**src/rtl/rf_write_arbiter.sv**
```systemverilog
// Round-robin arbiter sharing one register-file write port among NREQ sources, with bounded burst lock.
// Accept in cycle n drives RFWE/RFWA/RFWD in n+1; REQ_READY is combinational and one-hot, forced low during RST.
module rf_write_arbiter #(
    parameter int NREQ         = 3,
    parameter int AW           = 5,
    parameter int DW           = 32,
    parameter int MAX_BURST    = 4,
    parameter int ZERO_PROTECT = 1
) (
    input  logic                 CLK,
    input  logic                 RST,
    input  logic [NREQ-1:0]      REQ_VALID,
    input  logic [NREQ-1:0]      REQ_LOCK,
    input  logic [NREQ*AW-1:0]   REQ_ADDR,
    input  logic [NREQ*DW-1:0]   REQ_DATA,
    output logic [NREQ-1:0]      REQ_READY,
    output logic [1:0]           RFWE,
    output logic [AW-1:0]        RFWA,
    output logic [DW-1:0]        RFWD,
    output logic [1:0]           GRANT_ID,
    output logic                 ZERO_DROP
);

    localparam int BW = $clog2(MAX_BURST + 1);

    typedef enum logic {IDLE, LOCKED} state_t;

    state_t        state, state_nxt;
    logic [1:0]    ptr, ptr_nxt;
    logic [1:0]    owner, owner_nxt;
    logic [BW-1:0] bcnt, bcnt_nxt;
    logic [1:0]    gsel;
    logic          accept;
    logic [AW-1:0] sel_addr;
    logic [DW-1:0] sel_data;

    function automatic logic [1:0] wrap_inc(input logic [1:0] x);
        if (int'(x) >= NREQ - 1) return 2'd0;
        return x + 2'd1;
    endfunction

    // Scan from the farthest candidate back to ptr so the last hit is the first in round-robin order.
    always_comb begin
        int j;
        j         = 0;
        gsel      = '0;
        accept    = 1'b0;
        REQ_READY = '0;
        if (!RST) begin
            if (state == LOCKED) begin
                gsel = owner;
                if (REQ_VALID[owner]) accept = 1'b1;
            end else begin
                for (int k = NREQ - 1; k >= 0; k--) begin
                    j = (int'(ptr) + k) % NREQ;
                    if (REQ_VALID[j]) begin
                        gsel   = 2'(j);
                        accept = 1'b1;
                    end
                end
            end
            if (accept) REQ_READY[gsel] = 1'b1;
        end
    end

    assign sel_addr = REQ_ADDR[int'(gsel)*AW +: AW];
    assign sel_data = REQ_DATA[int'(gsel)*DW +: DW];

    always_comb begin
        state_nxt = state;
        ptr_nxt   = ptr;
        owner_nxt = owner;
        bcnt_nxt  = bcnt;
        case (state)
            IDLE: begin
                if (accept) begin
                    if (REQ_LOCK[gsel] && MAX_BURST > 1) begin
                        state_nxt = LOCKED;
                        owner_nxt = gsel;
                        bcnt_nxt  = BW'(1);
                    end else begin
                        ptr_nxt = wrap_inc(gsel);
                    end
                end
            end
            LOCKED: begin
                // An idle owner releases immediately so the others never wait on a stalled burst.
                if (accept && REQ_LOCK[owner] && (int'(bcnt) + 1 < MAX_BURST)) begin
                    bcnt_nxt = bcnt + BW'(1);
                end else begin
                    state_nxt = IDLE;
                    ptr_nxt   = wrap_inc(owner);
                    bcnt_nxt  = '0;
                end
            end
            default: state_nxt = IDLE;
        endcase
    end

    always_ff @(posedge CLK) begin
        if (RST) begin
            state <= IDLE;
            ptr   <= '0;
            owner <= '0;
            bcnt  <= '0;
        end else begin
            state <= state_nxt;
            ptr   <= ptr_nxt;
            owner <= owner_nxt;
            bcnt  <= bcnt_nxt;
        end
    end

    always_ff @(posedge CLK) begin
        if (RST) begin
            RFWE      <= 2'b00;
            RFWA      <= '0;
            RFWD      <= '0;
            GRANT_ID  <= '0;
            ZERO_DROP <= 1'b0;
        end else if (accept) begin
            RFWA     <= sel_addr;
            RFWD     <= sel_data;
            GRANT_ID <= gsel;
            // Address 0 is hard-wired in the register file: consume the beat, suppress the write.
            if (ZERO_PROTECT != 0 && sel_addr == '0) begin
                RFWE      <= 2'b00;
                ZERO_DROP <= 1'b1;
            end else begin
                RFWE      <= 2'b01;
                ZERO_DROP <= 1'b0;
            end
        end else begin
            RFWE      <= 2'b00;
            ZERO_DROP <= 1'b0;
        end
    end

endmodule

```
**config.mk**
```make
export PLATFORM = sky130hd
export DESIGN_NAME = rf_write_arbiter
export DESIGN_NICKNAME = d
export VERILOG_FILES = /design/src/rtl/rf_write_arbiter.sv
export SDC_FILE = /design/constraint.sdc
export NUM_CORES = 1
export LEC_CHECK = 0
export ABC_AREA = 1
export CAP_MARGIN = 20
export CELL_PAD_IN_SITES_DETAIL_PLACEMENT = 0
export CELL_PAD_IN_SITES_GLOBAL_PLACEMENT = 2
export CORE_MARGIN = 2
export CORE_UTILIZATION = 20
export DETAILED_ROUTE_END_ITERATION = 6
export PLACE_DENSITY_LB_ADDON = 0.05
export SYNTH_ARGS = -nofsm -noshare
export SYNTH_HDL_FRONTEND = slang
export SYNTH_SLANG_ARGS = --single-unit
```
**constraint.sdc**
```tcl
create_clock -name CLK -period 4.79 [get_ports CLK]
set_clock_uncertainty 0.15 [all_clocks]
set_input_delay 0.958 -clock CLK [delete_from_list [all_inputs] [get_ports CLK]]
set_output_delay 0.958 -clock CLK [all_outputs]
set_load 0.02 [all_outputs]
```
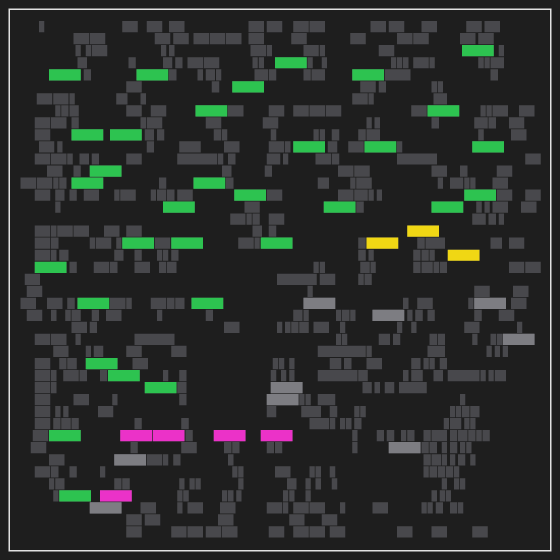
**Above:** run 1 (sequential cells grouped by signal name).
Other sequential cells in the stronger grey, the rest of the logic in the fainter grey.
legend:
  magenta:
    signal: RFWA
    placed_flops: 5
  yellow:
    signal: bcnt
    placed_flops: 3
  green:
    signal: RFWD
    placed_flops: 32
not coloured: 9
flop share of the area: 0.2080
Post-Route Utilization: 0.3425

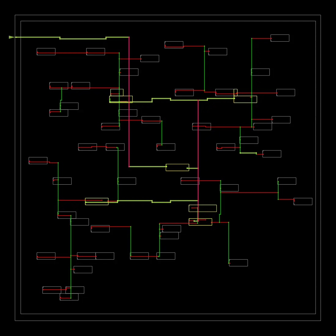
**Above:** run 1 (clock routing).
Worst-Skew Late Latency: 0.30 ns
TritonCTS Buffers: 5

==> impl_metrics.yaml, run 1 <==
# flow metrics
run_status:
  status: "finished clean"
clock_network:
  cts_root_buf: "clkbuf_16"
  clock_sinks: 49
  cts_setup_buffers: 0
  post_cts_resized: 0
  htreeDepth: 2
  clk_path_buf_depth: 2
logic_synthesis:
  edf_count: 0
  ys_seq_frac: 0.3517
  ys.flops: 49
  avgSynthCellArea_sq_um: 6.737
  yosys.area_share.adder: 0.01346
  ys_warn_count: 0
  ys_sh_aoi: 0.2288
  synthFlopType: "dfxtp_1"
  top_cell: "nand2_1"
  ys_sh_xor: 0
  async_reset_ff_frac: 0
  ys_top_cells_by_count: "nand2_1, dfxtp_1, a21oi_1"
cells_and_area:
  clkbuf_count: 7
  multiInputCombCellCount: 308
  fin_nets: 686
  buffers: 168
  bufAreaShareNonClock: 0.3533
  flops: 49
  flop_area_sq_um: 980.9
  largest_reg_flops: 32
  sh_comb_area: 0.3279
power_and_ir_drop:
  ir_drop_mv: 0.1739
  pg_comb_mw: 1.55
  pwr.group.clock_mw: 0.437
  p_sw_mw: 1.203
  p_sw_frac: 0.4558
  p_per_area_nw_per_um2: 559.4
grt:
  antenna_found_initial: 0
  use_met1: 0.1761
  grt_usage: 0.1527
  grt_max_degree: 48
  grtUsageMet3: 0.06227
  grt_overflow: 0
sta:
  slew_violations: 0
  fmax_mhz: 238.8
  finalSetupViolCount: 0
  min_period_ns: 4.187
  finalHoldViolations: 0
  relSlewSlack: 0.5758
  whs_ns: 0.3379
  setup_slack_ns: 0.6028
placement:
  numPortBuffers: 162
  place_ws_ns: 0.6125
  dp_cells: 737
  placed_area_sq_um: 4544
die:
  core_area_sq_um: 13770
  num_tap_cells: 180
  ios: 164
  die_w_um: 122.1
  dieArea_sq_um: 14900
route:
  antenna_left: 0
  via_count: 3300
  wl_per_cell_um: 15.41
  drc: 0
  wl_met2_um: 5564
critical_path:
  cpMaxStageDelayCell: "clkdlybuf4s50_1"
  cp_cell_sequence: "clkdlybuf4s50_1 > inv_1 > nand2_1 > nand3_1 > nand3_1 > nand3_2 > nand2_2 > nand3_4 > nor2_1 > clkdlybuf4s50_1"
  critPathLaunch: "REQ_VALID[1]"
  arrival_ns: 3.08
  r2r_end: "RFWD[4]"
  crit_buf_inv: 3
run:
  stage_log_warnings: 27
worst_hold_path:
  min_path_type: "reg2reg"
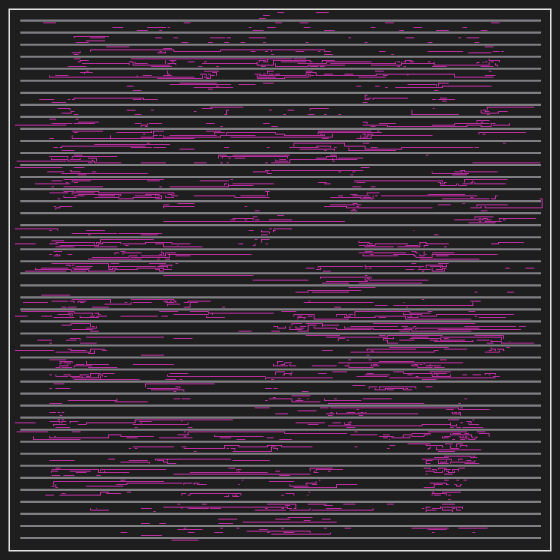
**Above:** run 1 (metal 1).
Supply wires on this layer in grey.
share of all routed wire: 42%
wire length on this layer: 4,780 um
nets with wire on the layer: 584
main direction: horizontal
longest straight run: 40.9 um

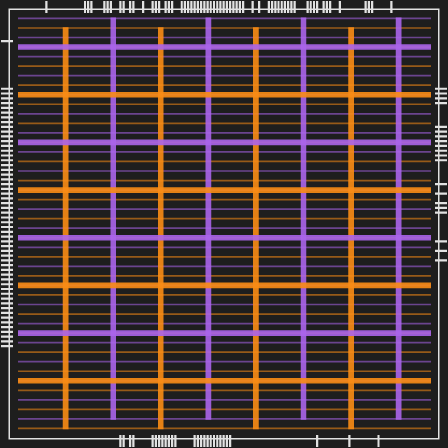
**Above:** run 1 (supply network).
Pins as bars on the die edge.
legend:
  orange:
    net: VSS
  purple:
    net: VDD
met4 straps: 8
signal pins: 164
rows: 43
met5 straps: 8

**Run 1: gate-type map**

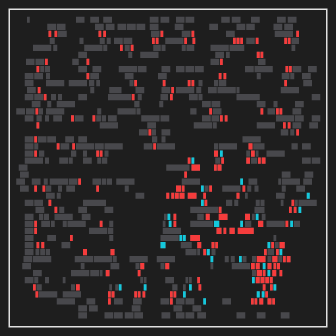

## Run 2: what changed since run 1
- CORE_UTILIZATION: 20 -> 17
- clock period: 4.79 -> 3.41 ns (I/O delays scaled with it)
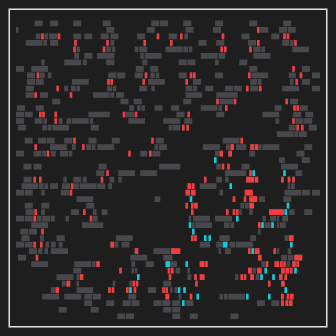
**Above:** run 2 (gate-type map).
legend:
  red:
    family: nand cells
    cells: 166
    most_used: nand2_1
    where: spread over the die
  cyan:
    family: inv cells
    cells: 32
    most_used: inv_1

==> impl_metrics.yaml, run 2 <==
# flow metrics
worst_hold_path:
  whs_endpoint: "bcnt[2]"
  hp-start: "bcnt[2]"
  min_path_type: "reg2reg"
  whs_path_depth: 2
power_and_ir_drop:
  power.group.top: "combinational cells"
  p_int_mw: 1.990
  seq-power_mw: 0.916
  p_clk_frac: 0.132
  p_per_area_nw_per_um2: 770.5
  combPwrFrac: 0.621
  pwr.group.clock_mw: 0.492
  p_sw_frac: 0.4637
  total_power_mw: 3.710
  pwr-share-seq: 0.247
  pg_comb_mw: 2.30
  p_sw_mw: 1.721
clock_network:
  clock_latency_ns: 0.29
  clk_pin_slew_ns: 0.07
  htreeDepth: 2
  clk_path_buf_depth: 2
  clock_sinks: 49
  ctsHoldBuffers: 0
  cts_buffers: 5
  cts_setup_buffers: 0
  post_cts_resized: 3
  cts_root_buf: "clkbuf_16"
route:
  drt_iter0_drc: 78
  wl_met2_um: 5732
  via_count: 3361
  drc: 0
  vias_per_cell: 4.249
  antenna_left: 0
  wl_met3_um: 852
  top_layer_used: "met4"
  wl_per_cell_um: 15.52
die:
  num_tap_cells: 216
  rows: 46
  dieArea_sq_um: 17450
  die_w_um: 132.1
  fp_util: 0.1749
  ios: 164
logic_synthesis:
  ys_top_cells_by_count: "nand2_1, dfxtp_1, a21oi_1"
  ys_cells: 414
  yosysChipArea_sq_um: 2789
  syn_area_sq_um: 2789
  yosys.area_share.adder: 0.01346
  avgSynthCellArea_sq_um: 6.737
  ys_types: 33
  ys_seq_frac: 0.3517
  ys_sh_xor: 0
  yosys.area.top_type_share: 0.3517
  ys_warn_count: 0
  syn_inst: 414
  fp_nets: 536
  ys_sh_mux: 0
  topCellsByArea: "dfxtp_1, nand2_1, a21oi_1"
  edf_count: 0
  async_reset_ff_frac: 0
  top_area_cell: "dfxtp_1"
  top_cell: "nand2_1"
  ys_sh_aoi: 0.2288
  ys.flops: 49
  synthFlopType: "dfxtp_1"
grt:
  use_met2: 0.2352
  grt_usage: 0.1416
  use_met1: 0.1700
  grt_max_degree: 48
  busiest_layer: "met2"
  antenna_found_initial: 1
  grtUsageMet3: 0.04652
  grt_pass1_vias: 3526
  grt_overflow: 0
cells_and_area:
  fin_nets: 697
  largestClassByArea: "non-clock buffers"
  flop_area_sq_um: 980.9
  lay_top_count: "clkdlybuf4s50_1"
  design_area_sq_um: 4816
  final_cells: 791
  multiInputCombCellCount: 308
  seq_area_frac: 0.2037
  bufAreaShareNonClock: 0.3655
  largest_reg_flops: 32
  flops: 49
  clkbuf_count: 5
  sh_comb_area: 0.3211
  buffers: 179
  drive_gt1_frac: 0.08014
  final_cell_mix: "clkdlybuf4s50_1, nand2_1, dfxtp_1"
  largestRegisters: "RFWD (32), RFWA (5), bcnt (3)"
  final_util: 0.3021
  fillers: 1747
  antennaDiodeCount: 1
critical_path:
  worst_path_largest_cell_delay_ns: 0.58
  r2r_end: "owner[0]"
  worst_path_most_repeated_cell: "nand3_1"
  arrival_ns: 2.43
  rrSetupSlack_ns: 0.70
  cpMaxStageDelayCell: "clkdlybuf4s50_1"
  r2r_start: "ptr[0]"
  reg2regPathDepth: 15
  critPathLaunch: "REQ_VALID[1]"
  crit_buf_inv: 3
  critPathMaxFanout: 5
  cp-end-kind: "primary output"
  crit_type: "in2out"
  cp_cell_sequence: "clkdlybuf4s50_1 > inv_1 > nand2_1 > nand3_1 > nand3_1 > nand3_2 > nand2_2 > nand3_4 > nor2_1 > dlygate4sd2_1"
  cp_num_cells: 10
  start_kind: "input port"
placement:
  gp_congestion: 0.7552
  numPortBuffers: 162
  dp_cells: 784
  place_ws_ns: -0.1638
  placed_area_sq_um: 4684
run:
  drv_cap: 0
  stage_log_warnings: 27
sta:
  relSlewSlack: 0.6515
  min_period_ns: 3.264
  finalSetupViolCount: 0
  setup_slack_ns: 0.1458
  finalHoldViolations: 0
  whs_ns: 0.3291
  setup_tns_ns: 0
  slew_violations: 0
  period_used_share: 0.9572
  fmax_mhz: 306.4
run_status:
  status: "finished clean"
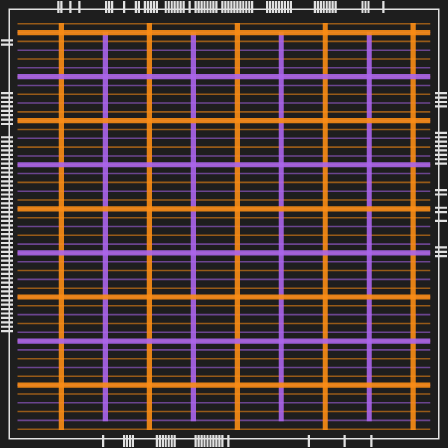
**Above:** run 2 (supply network).
Pins as bars on the die edge.
legend:
  purple:
    net: VDD
  orange:
    net: VSS
rows: 46
met5 straps: 9
core footprint: 15,940 sq um
Worst VDD drop: 0.2244 mV
DIE HEIGHT: 132.1 um

Power and IR drop assume default switching activity.
